$ cat src/rtl/spike_aer_encoder.sv
// Serialises one-cycle neuron spike pulses into {tick_count, neuron_addr} AER packets
// and queues them in a small FIFO toward the router; unsent spikes are dropped at each tick.
module spike_aer_encoder #(
  parameter int NUM_NEURONS = 16,
  parameter int ADDR_W      = 4,
  parameter int TICK_W      = 8,
  parameter int FIFO_DEPTH  = 8,
  parameter int DROP_W      = 8,
  localparam int PTR_W      = $clog2(FIFO_DEPTH),
  localparam int CNT_W      = PTR_W + 1,
  localparam int PKT_W      = TICK_W + ADDR_W
) (
  input  logic                   clk,
  input  logic                   rst,
  input  logic                   enable,
  input  logic                   tick,
  input  logic [NUM_NEURONS-1:0] spike_in,
  input  logic                   pkt_ready,
  output logic                   pkt_valid,
  output logic [PKT_W-1:0]       pkt_data,
  output logic [CNT_W-1:0]       fifo_count,
  output logic [DROP_W-1:0]      dropped_cnt,
  output logic                   busy,
  output logic                   dbg_state
);

  // Handshake: a packet moves when pkt_valid & pkt_ready on a rising edge; while
  // pkt_valid is high and pkt_ready low, pkt_valid and pkt_data hold unchanged.

  typedef enum logic {IDLE = 1'b0, DRAIN = 1'b1} state_t;

  state_t                   state_q, state_d;
  logic [NUM_NEURONS-1:0]   pending_q, pending_d, push_mask, held;
  logic [TICK_W-1:0]        tick_count;
  logic [PKT_W-1:0]         mem [FIFO_DEPTH];
  logic [PTR_W-1:0]         wr_ptr, rd_ptr;
  logic [ADDR_W-1:0]        sel_idx;
  logic                     sel_found, full, push, pop;
  logic [31:0]              drop_sum;

  always_comb begin
    sel_found = 1'b0;
    sel_idx   = '0;
    for (int i = NUM_NEURONS - 1; i >= 0; i--) begin
      if (pending_q[i]) begin
        sel_found = 1'b1;
        sel_idx   = ADDR_W'(i);
      end
    end
  end

  // Full is judged on the registered count, so a pop in the same cycle never frees a slot for a push.
  assign full      = (fifo_count == CNT_W'(FIFO_DEPTH));
  assign push      = (state_q == DRAIN) && sel_found && !full;
  assign pop       = pkt_valid && pkt_ready;
  assign push_mask = push ? (NUM_NEURONS'(1) << sel_idx) : '0;
  assign held      = pending_q & ~push_mask;
  // New spikes are OR-ed in last so a same-cycle re-spike survives the clear.
  assign pending_d = (tick ? '0 : held) | (enable ? spike_in : '0);
  assign drop_sum  = 32'(dropped_cnt) + 32'($countones(held));

  always_comb begin
    state_d = state_q;
    case (state_q)
      IDLE:    if (pending_d != '0) state_d = DRAIN;
      DRAIN:   if (pending_d == '0) state_d = IDLE;
      default: state_d = IDLE;
    endcase
  end

  always_ff @(posedge clk or posedge rst) begin
    if (rst) begin
      state_q     <= IDLE;
      pending_q   <= '0;
      tick_count  <= '0;
      dropped_cnt <= '0;
      wr_ptr      <= '0;
      rd_ptr      <= '0;
      fifo_count  <= '0;
    end else begin
      state_q   <= state_d;
      pending_q <= pending_d;
      if (tick) begin
        tick_count <= tick_count + 1'b1;
        if (drop_sum[31:DROP_W] != '0) dropped_cnt <= '1;
        else                           dropped_cnt <= drop_sum[DROP_W-1:0];
      end
      if (push) wr_ptr <= wr_ptr + 1'b1;
      if (pop)  rd_ptr <= rd_ptr + 1'b1;
      case ({push, pop})
        2'b10:   fifo_count <= fifo_count + 1'b1;
        2'b01:   fifo_count <= fifo_count - 1'b1;
        default: fifo_count <= fifo_count;
      endcase
    end
  end

  always_ff @(posedge clk) begin
    if (push) mem[wr_ptr] <= {tick_count, sel_idx};
  end

  assign pkt_valid = (fifo_count != '0);
  assign pkt_data  = pkt_valid ? mem[rd_ptr] : '0;
  assign busy      = (pending_q != '0) || pkt_valid;
  assign dbg_state = (state_q == DRAIN);

endmodule

$ cat config.mk
export PLATFORM = sky130hd
export DESIGN_NAME = spike_aer_encoder
export DESIGN_NICKNAME = d
export VERILOG_FILES = /design/src/rtl/spike_aer_encoder.sv
export SDC_FILE = /design/constraint.sdc
export NUM_CORES = 1
export LEC_CHECK = 0
export CAP_MARGIN = 5
export CORE_UTILIZATION = 59
export CTS_CLUSTER_DIAMETER = 50
export DETAILED_ROUTE_END_ITERATION = 10
export PLACE_DENSITY = 0.77
export SLEW_MARGIN = 20
export SYNTH_ARGS = -nofsm -noshare
export SYNTH_HDL_FRONTEND = slang
export SYNTH_SLANG_ARGS = --single-unit
export TNS_END_PERCENT = 100
$ cat constraint.sdc
create_clock -name clk -period 8.2 [get_ports clk]
set_input_delay 1.64 -clock clk [delete_from_list [all_inputs] [get_ports clk]]
set_output_delay 1.64 -clock clk [all_outputs]
set_load 0.01 [all_outputs]
==> impl_metrics.yaml <==
# implementation run metrics
cts:
  cts_tree: "built"
  cts_setup_buffers: 0
  clock-root-buffer: "clkbuf_8"
  cts_max_level: 4
  clock_latency_ns: 0.51
  cts_resized: 0
  cts.reportedPaths.clkPinSlew_ns: 0.06
  postCtsHoldBufs: 0
  cts_buffer_depth: 2
  cts_num_sinks: 139
final_layout:
  diodes: 0
  largest_reg_flops: 96
  layout_top_cells: "edfxtp_1 (96), clkdlybuf4s50_1 (47), nor2_1 (43)"
  nets: 573
  area_growth_pct: 19.7
  top_regs: "mem (96), pending_q (16)"
  final-instance-count-excl-fill: 678
  drive_gt1_frac: 0.154
  largest-register: "mem"
  lay_top_count: "edfxtp_1"
routing:
  num_vias: 4088
  dr_wl_met3_um: 972
  vias_per_cell: 6.03
  met1_length_um: 5300
  wl_per_cell_um: 19.7
  route.detailed.drc: 0
  drt-total-wl_um: 13300
  drt_iter0_drc: 321
  ant_nets: 0
  highest_layer: "met4"
  wl_met2_um: 6750
  dr.pass1.iters: 5
die:
  chip_area_um2: 11500
  rows: 38
  pin_count: 48
  initial_core_util: 0.603
  die_h_um: 107
  die_w_um: 107
  core_um2: 10800
worst_setup_path:
  required_ns: 8.58
  crit_chain: "or3_2 -> o211ai_1 -> a21oi_4 -> o31a_2 -> fa_1 -> inv_1 -> fa_1 -> inv_1 -> fa_1 -> inv_1 -> fa_1 -> inv_1 -> fa_1 -> fa_1 -> a21o_1 -> a21oi_1 -> nor2b_1 -> o21a_1 -> nand4_1 -> o211ai_1"
  startpoint_type: "flop"
  worst_ep_arrival_time_ns: 6.51
  slowest_stage: "fa_1"
  cp-endpoint: "dropped_cnt[0]$_DFFE_PP0P_"
  reg2reg_to: "dropped_cnt[0]$_DFFE_PP0P_"
  endpoint_kind: "flop"
  crit_path_max_fanout: 13
  slowest_delay_ns: 0.53
  path_class: "reg2reg"
  r2r_start: "pending_q[7]$_DFF_PP0_"
  crit_top_cell: "fa_1"
  r2r_slack_ns: 2.08
  reg2reg_depth: 20
  cp-startpoint: "pending_q[7]$_DFF_PP0_"
placed_design:
  dp_hpwl_um: 8850
  gp_congestion: 0.905
  io_buffers: 47
  post-place-cells: 646
sta:
  rsz0062_at_grt: "no"
  finalSetupViolCount: 0
  tns_ns: 0
  min_period_over_period: 0.747
  maxSlewViolCount: 0
  slew_headroom: 0.365
  hold_ws_ns: 0.534
  worst_pin_slew_ns: 0.951
  hold_viol_final: 0
  min_period_ns: 6.12
  clock.fmax_mhz: 163
synthesis:
  synth_seq_share: 0.605
  synthCells: 463
  yosys_most_used_dff: "edfxtp_1"
  floorplan.nets: 511
  async_flop_share: 0.309
  synth_warnings: 0
  syn_area_per_cell_um2: 14.1
  edf_count: 96
  synth_area_um2: 6540
  synth-area-yosys_um2: 6540
  ys_types: 60
  ys_cells: 463
  ys_ff: 139
grt:
  grt_pass1_vias: 4157
  grt_util_all_layers: 0.260
  antenna_found_initial: 0
  busiest_layer: "met2"
  grt_pass1_wl_um: 21800
  met1_usage: 0.330
  grtUsageMet3: 0.0630
  grt_max_degree: 44
  met2_usage: 0.434
  overflow: 0
pwr:
  p_leak_uw: 0.00301
  peakVddDrop_mv: 0.340
  p_total_uw: 3310
  cellPowerDensity_nw_per_um2: 422
worst_hold_path:
  hold_class: "reg2reg"
run_status:
  outcome: "complete, no violations"
flow_run:
  cap_violations: 0
  warnings: 26
[critical path, delay by kind of cell (launching register included)]
family                   cells  cell delay (ns)
AND-OR/OR-AND                7             1.64
AND/OR/NAND/NOR              3             0.76
flip-flops                   1             0.46
adder cells (fa/ha/maj)      6             2.90
buffers and inverters        4             0.22
[stage by stage]
| step | util | cell area, µm² | worst slack, ns |
|---|---|---|---|
| 6_report | 0.722 | 7830 | 2.08 |
| 3_3_place_gp | 0.666 | 7220 | 2.17 |
| 3_5_place_dp | 0.666 | 7220 | 2.08 |
| 2_1_floorplan | - | 6540 | 2.48 |
| 5_1_grt | 0.722 | 7830 | 1.72 |
| 4_1_cts | 0.722 | 7830 | 2.08 |
[cell usage after synthesis (3+ instances only)]
| cell | number | area share |
|---|---|---|
| nor4_1 | 3 | 0.0029 |
| or4_1 | 3 | 0.0034 |
| mux2_2 | 3 | 0.0052 |
| a221oi_1 | 3 | 0.0040 |
| mux2i_1 | 15 | 0.023 |
| nand2b_1 | 3 | 0.0029 |
| a22o_1 | 4 | 0.0054 |
| nand2_1 | 41 | 0.024 |
| buf_1 | 4 | 0.0023 |
| o211ai_1 | 3 | 0.0034 |
| nor2b_1 | 8 | 0.0077 |
| dfrtp_1 | 43 | 0.16 |
| a21o_1 | 4 | 0.0046 |
| clkbuf_1 | 10 | 0.0057 |
| o21a_1 | 6 | 0.0069 |
| xnor2_1 | 12 | 0.016 |
| edfxtp_1 | 96 | 0.44 |
| fa_1 | 13 | 0.040 |
| xor2_1 | 4 | 0.0054 |
| o21ai_0 | 21 | 0.016 |
| ha_1 | 14 | 0.027 |
| a21oi_1 | 9 | 0.0069 |
| inv_1 | 27 | 0.015 |
| mux4_2 | 24 | 0.083 |
| nor3_1 | 4 | 0.0031 |
| nor2_1 | 43 | 0.025 |
| nand4_1 | 4 | 0.0038 |
[report_power, final]
group | internal (µW) | switching (µW) | total, µW
clock | 496 | 290 | 786
sequential | 1030 | 192 | 1230
combinational | 666 | 628 | 1290
[layout make-up]
class,count,area (µm²)
flip-flops and latches,139,3960
fillers,743,3010
multi-input cells,279,2410
repair buffers,60,568
clock buffers,19,422
clock inverters,13,189
well taps,140,175
inverters,28,105
[cells by family after synthesis]
| family | Yosys count | share of synthesized area |
|---|---|---|
| mux | 42 | 0.111 |
| buf+inv | 45 | 0.0268 |
| xor+xnor | 16 | 0.0214 |
| simple gates | 124 | 0.0920 |
| compound gates | 70 | 0.0769 |
| fa+ha+maj | 27 | 0.0666 |
| flops | 139 | 0.605 |
[worst min-delay path by stage]
stage,from,endpoint,cells after the start
floorplan,wr_ptr[0]$_DFFE_PP0P_,wr_ptr[0]$_DFFE_PP0P_,2
global placement,wr_ptr[0]$_DFFE_PP0P_,wr_ptr[0]$_DFFE_PP0P_,2
detailed placement,wr_ptr[0]$_DFFE_PP0P_,wr_ptr[0]$_DFFE_PP0P_,2
CTS,wr_ptr[0]$_DFFE_PP0P_,wr_ptr[0]$_DFFE_PP0P_,2
global route,wr_ptr[0]$_DFFE_PP0P_,wr_ptr[0]$_DFFE_PP0P_,2
finish,wr_ptr[0]$_DFFE_PP0P_,wr_ptr[0]$_DFFE_PP0P_,2
### Register map, names as in the netlist

Drawn at 2 px/µm.
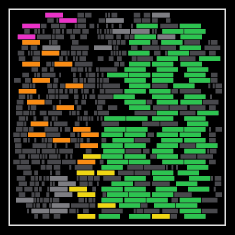
magenta -> fifo_count  # sequential cells 4, where north-west
orange -> pending_q  # sequential cells 16
green -> mem  # sequential cells 96
yellow -> tick_count  # sequential cells 8
not colored = 15
Seq power: 1230 µW
flop share of the area: 0.506
register area: 3960 µm²
fin util: 0.722

### Clock nets

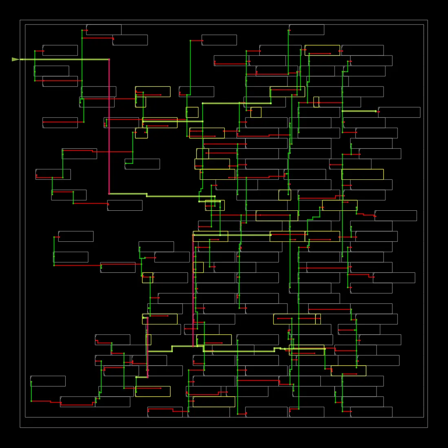
Final Skew: 0.00812 ns
Clk power: 786 µW
Inserted Clock Buffers: 17

### Gate families picked out

Drawn at 3 px/µm.
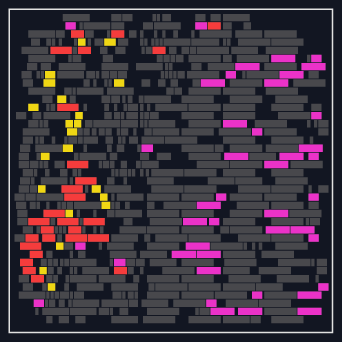
magenta -> mux cells  # cells 42
red -> fa/ha/maj cells  # cells 27
yellow -> non-inverting ao/oa cells  # cells 21

Power figures rest on the tool's default switching activity, not on a simulated workload.
